### config.mk
export PLATFORM = sky130hd
export DESIGN_NAME = branch_resolve_unit
export DESIGN_NICKNAME = d
export VERILOG_FILES = /design/src/rtl/riscv_pkg.sv /design/src/rtl/branch_compare.sv /design/src/rtl/branch_resolve_unit.sv
export SDC_FILE = /design/constraint.sdc
export NUM_CORES = 1
export LEC_CHECK = 0
export ABC_CLOCK_PERIOD_IN_PS = 5700
export CORE_MARGIN = 2
export CORE_UTILIZATION = 35
export DETAILED_ROUTE_END_ITERATION = 8
export PLACE_DENSITY = 0.63
export SLEW_MARGIN = 30
export SYNTH_ARGS = -nofsm -noshare
export SYNTH_HDL_FRONTEND = slang
export SYNTH_SLANG_ARGS = --single-unit
### constraint.sdc
create_clock -name clk -period 5.7 [get_ports clk]
set_input_delay 1.71 -clock clk [delete_from_list [all_inputs] [get_ports clk]]
set_output_delay 1.71 -clock clk [all_outputs]
set_load 0.02 [all_outputs]
### src/rtl/riscv_pkg.sv
`default_nettype none
// ============================================================================
//  Module      : riscv_pkg
//  Description : Shared RISC-V definitions: data width, major opcodes,
//                branch prediction payload, branch-resolve FSM states and
//                conditional-branch funct3 encodings.
//  Revision    : 1.0 - initial release
// ============================================================================
package riscv_pkg;

    localparam int XLEN = 32;

    // Major opcodes (instruction[6:0])
    typedef enum logic [6:0] {
        OP_LUI    = 7'b0110111,
        OP_AUIPC  = 7'b0010111,
        OP_JAL    = 7'b1101111,
        OP_JALR   = 7'b1100111,
        OP_BRANCH = 7'b1100011,
        OP_LOAD   = 7'b0000011,
        OP_STORE  = 7'b0100011,
        OP_IMM    = 7'b0010011,
        OP_OP     = 7'b0110011,
        OP_SYSTEM = 7'b1110011
    } opcode_e;

    // Prediction made at fetch, carried down the pipe with the instruction
    typedef struct packed {
        logic            predict_taken;
        logic [XLEN-1:0] predict_target;
    } branch_pred_t;

    typedef enum logic [0:0] {
        IDLE     = 1'b0,
        REDIRECT = 1'b1
    } branch_resolve_state_e;

    // Conditional branch funct3 encodings; 3'b010 and 3'b011 are reserved
    localparam logic [2:0] c_FUNCT3_BEQ  = 3'b000;
    localparam logic [2:0] c_FUNCT3_BNE  = 3'b001;
    localparam logic [2:0] c_FUNCT3_BLT  = 3'b100;
    localparam logic [2:0] c_FUNCT3_BGE  = 3'b101;
    localparam logic [2:0] c_FUNCT3_BLTU = 3'b110;
    localparam logic [2:0] c_FUNCT3_BGEU = 3'b111;

endpackage
`default_nettype wire

### src/rtl/branch_compare.sv
`default_nettype none
// ============================================================================
//  Module      : branch_compare
//  Description : Combinational condition evaluator for conditional branches.
//  Ports       : rs1, rs2      - operands
//                funct3        - branch condition select
//                taken         - condition holds
//                valid_funct3  - funct3 names a defined branch condition
//  Revision    : 1.0 - initial release
// ============================================================================
module branch_compare
    import riscv_pkg::*;
#(
    parameter int XLEN = riscv_pkg::XLEN
) (
    input  logic [XLEN-1:0] rs1,
    input  logic [XLEN-1:0] rs2,
    input  logic [2:0]      funct3,
    output logic            taken,
    output logic            valid_funct3
);

    always_comb begin
        taken        = 1'b0;
        valid_funct3 = 1'b1;
        case (funct3)
            c_FUNCT3_BEQ:  taken = (rs1 == rs2);
            c_FUNCT3_BNE:  taken = (rs1 != rs2);
            c_FUNCT3_BLT:  taken = ($signed(rs1) <  $signed(rs2));
            c_FUNCT3_BGE:  taken = ($signed(rs1) >= $signed(rs2));
            c_FUNCT3_BLTU: taken = (rs1 <  rs2);
            c_FUNCT3_BGEU: taken = (rs1 >= rs2);
            default: begin
                taken        = 1'b0;
                valid_funct3 = 1'b0;
            end
        endcase
    end

endmodule
`default_nettype wire

### src/rtl/branch_resolve_unit.sv
`default_nettype none
// ============================================================================
//  Module      : branch_resolve_unit
//  Description : Resolves conditional branches and jumps in EX, checks them
//                against the fetch-time prediction, trains the predictor/BTB
//                and holds a fetch redirect until IF accepts it.
//  Ports       : clk, reset_n           - clock, async active-low reset
//                ex_valid/ex_ready      - instruction handshake from EX
//                ex_pc, ex_instruction  - PC and raw instruction word
//                ex_rs1_data/rs2_data   - forwarded operands
//                ex_pred                - prediction from IF
//                redirect_*             - fetch redirect handshake
//                update_*, is_branch,
//                actual_*               - predictor training pulse
//                btb_wr_*               - BTB fill
//                perf_*                 - saturating event counters
//  Revision    : 1.0 - initial release
// ============================================================================
module branch_resolve_unit
    import riscv_pkg::*;
#(
    parameter int XLEN = riscv_pkg::XLEN
) (
    input  logic              clk,
    input  logic              reset_n,
    // EX handshake
    input  logic              ex_valid,
    output logic              ex_ready,
    input  logic [XLEN-1:0]   ex_pc,
    input  logic [XLEN-1:0]   ex_instruction,
    input  logic [XLEN-1:0]   ex_rs1_data,
    input  logic [XLEN-1:0]   ex_rs2_data,
    input  branch_pred_t      ex_pred,
    // Fetch redirect
    output logic              redirect_valid,
    output logic [XLEN-1:0]   redirect_pc,
    input  logic              redirect_ready,
    // Predictor training
    output logic              update_en,
    output logic              is_branch,
    output logic              actual_taken,
    output logic [XLEN-1:0]   update_pc,
    output logic [XLEN-1:0]   actual_target,
    // BTB fill
    output logic              btb_wr_en,
    output logic [XLEN-1:0]   btb_wr_pc,
    output logic [XLEN-1:0]   btb_wr_target,
    // Performance counters
    output logic [31:0]       perf_branches,
    output logic [31:0]       perf_mispredicts
);

    // ------------------------------------------------------------------
    // Decode
    // ------------------------------------------------------------------
    opcode_e         w_opcode;
    logic [2:0]      w_funct3;
    logic            w_cmp_taken;
    logic            w_cmp_valid;
    logic            w_is_cond;
    logic            w_is_jal;
    logic            w_is_jalr;
    logic            w_is_ctrl;

    assign w_opcode  = opcode_e'(ex_instruction[6:0]);
    assign w_funct3  = ex_instruction[14:12];

    branch_compare #(
        .XLEN         (XLEN)
    ) u_branch_compare (
        .rs1          (ex_rs1_data),
        .rs2          (ex_rs2_data),
        .funct3       (w_funct3),
        .taken        (w_cmp_taken),
        .valid_funct3 (w_cmp_valid)
    );

    // A reserved funct3 under OP_BRANCH is not a control transfer at all
    assign w_is_cond = (w_opcode == OP_BRANCH) && w_cmp_valid;
    assign w_is_jal  = (w_opcode == OP_JAL);
    assign w_is_jalr = (w_opcode == OP_JALR);
    assign w_is_ctrl = w_is_cond || w_is_jal || w_is_jalr;

    // ------------------------------------------------------------------
    // Immediates and target computation (all wrap modulo 2^XLEN)
    // ------------------------------------------------------------------
    logic [XLEN-1:0] w_imm_b;
    logic [XLEN-1:0] w_imm_j;
    logic [XLEN-1:0] w_imm_i;
    logic [XLEN-1:0] w_pc_plus4;
    logic [XLEN-1:0] w_branch_target;
    logic [XLEN-1:0] w_jal_target;
    logic [XLEN-1:0] w_jalr_sum;
    logic [XLEN-1:0] w_jalr_target;
    logic            w_taken;
    logic [XLEN-1:0] w_next_pc;

    assign w_imm_b = {{(XLEN-13){ex_instruction[31]}}, ex_instruction[31],
                      ex_instruction[7], ex_instruction[30:25],
                      ex_instruction[11:8], 1'b0};
    assign w_imm_j = {{(XLEN-21){ex_instruction[31]}}, ex_instruction[31],
                      ex_instruction[19:12], ex_instruction[20],
                      ex_instruction[30:21], 1'b0};
    assign w_imm_i = {{(XLEN-12){ex_instruction[31]}}, ex_instruction[31:20]};

    assign w_pc_plus4      = ex_pc + XLEN'(4);
    assign w_branch_target = ex_pc + w_imm_b;
    assign w_jal_target    = ex_pc + w_imm_j;
    assign w_jalr_sum      = ex_rs1_data + w_imm_i;
    assign w_jalr_target   = w_jalr_sum & ~XLEN'(1);

    assign w_taken = w_is_jal || w_is_jalr || (w_is_cond && w_cmp_taken);

    always_comb begin
        w_next_pc = w_pc_plus4;
        if (w_is_jal) begin
            w_next_pc = w_jal_target;
        end else if (w_is_jalr) begin
            w_next_pc = w_jalr_target;
        end else if (w_is_cond && w_cmp_taken) begin
            w_next_pc = w_branch_target;
        end
    end

    // ------------------------------------------------------------------
    // Prediction check
    // ------------------------------------------------------------------
    logic w_target_miss;
    logic w_mispredict;
    logic w_btb_wr;
    logic w_fire;
    logic w_update;
    logic w_redirect_start;

    // The target only matters when both prediction and outcome are taken.
    // A non-control op predicted taken falls out of the direction term and
    // is redirected to pc+4.
    assign w_target_miss    = (ex_pred.predict_target != w_next_pc);
    assign w_mispredict     = (ex_pred.predict_taken != w_taken) ||
                              (ex_pred.predict_taken && w_taken && w_target_miss);
    assign w_btb_wr         = w_is_ctrl && w_taken &&
                              (!ex_pred.predict_taken || w_target_miss);

    assign w_fire           = ex_valid && ex_ready;
    assign w_update         = w_fire && w_is_ctrl;
    assign w_redirect_start = w_fire && w_mispredict;

    // ------------------------------------------------------------------
    // FSM
    // ------------------------------------------------------------------
    branch_resolve_state_e r_state;
    branch_resolve_state_e w_state_next;

    always_ff @(posedge clk or negedge reset_n) begin
        if (!reset_n) begin
            r_state <= IDLE;
        end else begin
            r_state <= w_state_next;
        end
    end

    // Outputs decode straight from the state register, so they stay glitch
    // free and change only on clock edges. While REDIRECT is held, EX is
    // stalled so the younger (squashed) op is never accepted.
    always_comb begin
        w_state_next   = r_state;
        ex_ready       = 1'b0;
        redirect_valid = 1'b0;
        case (r_state)
            IDLE: begin
                ex_ready = 1'b1;
                if (w_redirect_start) begin
                    w_state_next = REDIRECT;
                end
            end
            REDIRECT: begin
                redirect_valid = 1'b1;
                if (redirect_ready) begin
                    w_state_next = IDLE;
                end
            end
            default: begin
                w_state_next = IDLE;
            end
        endcase
    end

    // ------------------------------------------------------------------
    // Registered result outputs
    // ------------------------------------------------------------------
    logic            r_update_en;
    logic            r_is_branch;
    logic            r_actual_taken;
    logic [XLEN-1:0] r_update_pc;
    logic [XLEN-1:0] r_actual_target;
    logic            r_btb_wr_en;
    logic [XLEN-1:0] r_btb_wr_pc;
    logic [XLEN-1:0] r_btb_wr_target;
    logic [XLEN-1:0] r_redirect_pc;
    logic [31:0]     r_perf_branches;
    logic [31:0]     r_perf_mispredicts;

    always_ff @(posedge clk or negedge reset_n) begin
        if (!reset_n) begin
            r_update_en     <= 1'b0;
            r_is_branch     <= 1'b0;
            r_actual_taken  <= 1'b0;
            r_update_pc     <= '0;
            r_actual_target <= '0;
        end else begin
            r_update_en <= w_update;
            if (w_update) begin
                r_is_branch     <= w_is_cond;
                r_actual_taken  <= w_taken;
                r_update_pc     <= ex_pc;
                r_actual_target <= w_next_pc;
            end
        end
    end

    always_ff @(posedge clk or negedge reset_n) begin
        if (!reset_n) begin
            r_btb_wr_en     <= 1'b0;
            r_btb_wr_pc     <= '0;
            r_btb_wr_target <= '0;
        end else begin
            r_btb_wr_en <= w_fire && w_btb_wr;
            if (w_fire && w_btb_wr) begin
                r_btb_wr_pc     <= ex_pc;
                r_btb_wr_target <= w_next_pc;
            end
        end
    end

    // Captured only on entry to REDIRECT, so it is stable for the whole
    // time redirect_valid is asserted.
    always_ff @(posedge clk or negedge reset_n) begin
        if (!reset_n) begin
            r_redirect_pc <= '0;
        end else if (w_redirect_start) begin
            r_redirect_pc <= w_next_pc;
        end
    end

    // Saturating event counters
    always_ff @(posedge clk or negedge reset_n) begin
        if (!reset_n) begin
            r_perf_branches    <= '0;
            r_perf_mispredicts <= '0;
        end else begin
            if (w_update && (r_perf_branches != 32'hFFFF_FFFF)) begin
                r_perf_branches <= r_perf_branches + 32'd1;
            end
            if (w_redirect_start && (r_perf_mispredicts != 32'hFFFF_FFFF)) begin
                r_perf_mispredicts <= r_perf_mispredicts + 32'd1;
            end
        end
    end

    assign update_en        = r_update_en;
    assign is_branch        = r_is_branch;
    assign actual_taken     = r_actual_taken;
    assign update_pc        = r_update_pc;
    assign actual_target    = r_actual_target;
    assign btb_wr_en        = r_btb_wr_en;
    assign btb_wr_pc        = r_btb_wr_pc;
    assign btb_wr_target    = r_btb_wr_target;
    assign redirect_pc      = r_redirect_pc;
    assign perf_branches    = r_perf_branches;
    assign perf_mispredicts = r_perf_mispredicts;

endmodule
`default_nettype wire
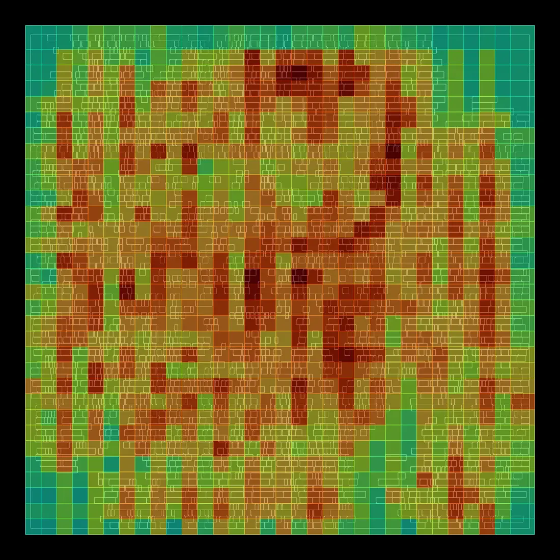
(run_1/final_congestion.png)
WL/cell: 22.3 um
routing usage on met2: 52.0%
met1 usage: 37.6%

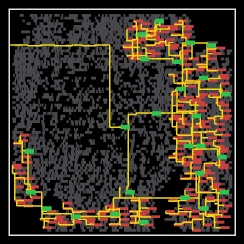
(run_1/clock_map.png)
Drawn at 1 px/um.
Key: red = flip-flops [count 229]; green = cells driving clock nets [count 26]; yellow = clock wires [length 3050 um]
There are 27 routed clock nets. Position of the flops: spread over the die.
Final Skew: 19.2 ps
Skew-Pair Late Insertion Delay: 560 ps

==> summary.txt, run 1 <==
run metrics: outcome=finished, violations left, failing checks=capacitance limit, slew limit, setup timing, # fillers=4177, DP HPWL=61.5 mm, bufs w/o clock=979, DIE HEIGHT=224 um, # Cells Yosys=1949, Final ANT Viol Nets=0, crit-path most repeated cell=buf_4, antenna violations before repair=3, Seq share, synth=33.7%, yosys warns=0, Worst Setup Start Kind=input port, min Tclk post-route=6190 ps, Slew HR=-1.33%, highest-count logic cell in the final layout=buf_4, Met1 Wirelength=32.5 mm, tap cells=615, final setup violation count=130, Max-cap violations=1, Setup WS post-layout=-491 ps, yosys simple share=20.9%, fin. max-slew vios=11, CTS tree=built, total setup buffers inserted after CTS=37, Hold Slack=478 ps, CTS Buf Count=26, Buf/Inv on CP=7, top post-synthesis cells by count=nand2_1 (266), dfrtp_1 (229), a21oi_1 (129), multi-input gate count=1567, Nets=3151, worst-path maximum fanout=7, WP depth=23, PortBufs=394, Final Cell Area=28700 um^2
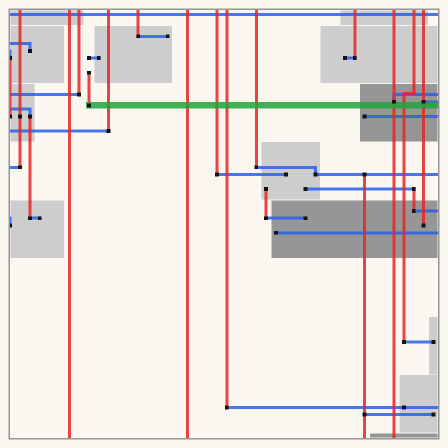
(run_1/zoom.png)
Window x 158 to 178, y 46 to 66 um. Cells in gray, sequential cells in the stronger gray; small squares are vias.
Key: green = met3; blue = met1; red = met2
Most frequent: buf_4 (3). Netlist names of flops here include actual_taken (1). 8 logic cells have their middle in the window. Sequential cells in the window: 1.

==> run 1: worst register-to-register path: stages (launching register included) <==
cell and delay, ps:
dfrtp_1 480, and3_1 270, and3_1 230, nand3_1 180, nor2_1 230, nand4_1 440, or2_2 530, o21ai_1 1170
nor4_1 140, xor2_1 210
==> run 1: flip-flops by register name (all words and copies together), names as in the netlist <==
signal            count
is_branch             1
btb_wr_target        32
btb_wr_pc            32
perf_branches        32
update_pc            32
actual_taken          1
redirect_pc          32
update_en             1
perf_mispredicts     32
actual_target        32
r_state               1
btb_wr_en             1
==> run 1: metrics by stage <==
stage | instances | TNS (ps)
2_1_floorplan | 1949 | -36600
3_5_place_dp | 3400 | -227000
6_report | 3510 | -52270
5_1_grt | 3509 | -77140
3_3_place_gp | 3400 | -212800
4_1_cts | 3493 | -38130
==> run 2, diff against run 1 <==
- ABC_AREA: not set -> 1
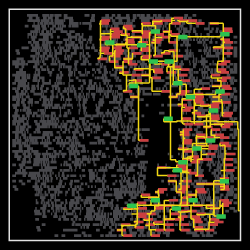
(run_2/clock_map.png)
Drawn at 1 px/um.
Key: red = flip-flops [count 229]; green = cells driving clock nets [count 23]; yellow = clock wires [length 2840 um]
There are 24 routed clock nets.
clock share of power: 27.9%
P_clk: 1.66 mW

==> run 2 against run 1 <==
Net effect: the flow now finishes without violations; sequential cell count stayed put; non-clock buffer count is 304 lower; critical endpoint is now redirect_pc[17]; largest power group unchanged; first-iteration DRC count is 36% higher; clock skew hardly changed; worst setup slack better by 800 ps.
==> summary.txt, run 2 <==
run metrics: outcome=finished, final reports clean, Nets=3506 (+11%), WL/cell=19.2 um (-14%), worst-path maximum fanout=41 (+34), post-layout period usage=94.6%, fin cells=3919 (+12%), highest-count logic cell in the final layout=nand2_1, Post-synth EDFFs=0, WP depth=27 (+17%), H-Tree Level Count=1, crit-path most repeated cell=nand2_1, min Tclk post-route=5390 ps (-801 ps), yosys warns=0 (unchanged), Seq share, synth=32.1% (-1.6 points), Skew-Pair Late Insertion Delay=520 ps (-40 ps), # Cells Yosys=2597 (+33%), reg2reg end=perf_mispredicts[29], routing usage on met2=45.9% (-6.2 points), CTS Buf Count=23 (-12%), setup TNS=0 ps (+52270 ps), Met1 Wirelength=32.9 mm (+1.3%), Inst Count DP=3875 (+14%), Final ANT Viol Nets=0 (unchanged), Worst Setup Start Kind=input port, Final Skew=18.7 ps (-0.475 ps), Slew HR=41.6% (+43 points), DIE HEIGHT=230 um (+2.3%), Buf/Inv on CP=7 (unchanged), die width=230 um, Synth Net Count=2874, CTS tree=built, fin. max-slew vios=0 (-11), Placement Cell Area=24500 um^2, top post-synthesis cells by count=nand2_1 (758), inv_1 (330), dfrtp_1 (229), Max-cap violations=0 (-1), fmax=186 MHz, DP HPWL=64.0 mm (+4.1%), Setup WS post-layout=310 ps (+801 ps), total setup buffers inserted after CTS=0 (-100%), final setup violation count=0 (-100%), highest metal layer with signal wires=met4, # fillers=4988 (+19%), Syn Area/Cell=6.86 um^2, met1 usage=37.3% (-0.37 points), Synth-to-Final Area Change=42.5%, PwrDens=235 nW/um^2, antenna violations before repair=3 (unchanged), Final Cell Area=25400 um^2 (-11%), worst-margin pin slew=874 ps, PortBufs=394 (unchanged), end point of the critical path=redirect_pc[17], Hold Slack=481 ps (+2.53 ps)
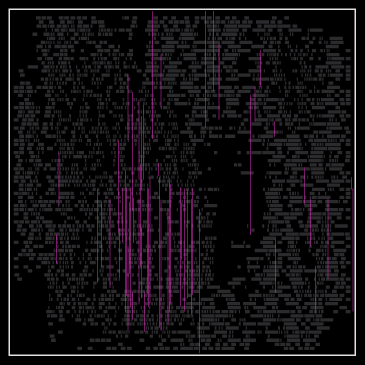
(run_2/met4.png)
Drawn at 1.5 px/um.
The longest straight run is 100 um. The wires run mostly vertical. The layer carries 3130 um of wire. The layer holds 4.2% of the routed length. 50 nets have wire on it.
via count: 20000
WL final: 75.1 mm

-- run 2: logic make-up after synthesis --
| family | synth area share, % |
|---|---|
| buf+inv | 9.12 |
| fa+ha+maj | 7.99 |
| compound gates | 12.8 |
| xor+xnor | 6.58 |
| simple gates | 31.4 |
| flops | 32.1 |
-- run 2: final cells by class --
| cell class | instances | area, um^2 | area share (%) |
|---|---|---|---|
| Multi-Input combinational cell | 1963 | 10500 | 41.5 |
| Clock inverter | 10 | 189 | 0.744 |
| Antenna cell | 3 | 7.51 | 0.0296 |
| Clock buffer | 30 | 642 | 2.53 |
| Sequential cell | 229 | 5730 | 22.6 |
| Inverter | 337 | 1260 | 4.98 |
| Timing Repair Buffer | 675 | 6180 | 24.3 |
| Tap cell | 672 | 841 | 3.31 |
Power and IR drop assume default switching activity.
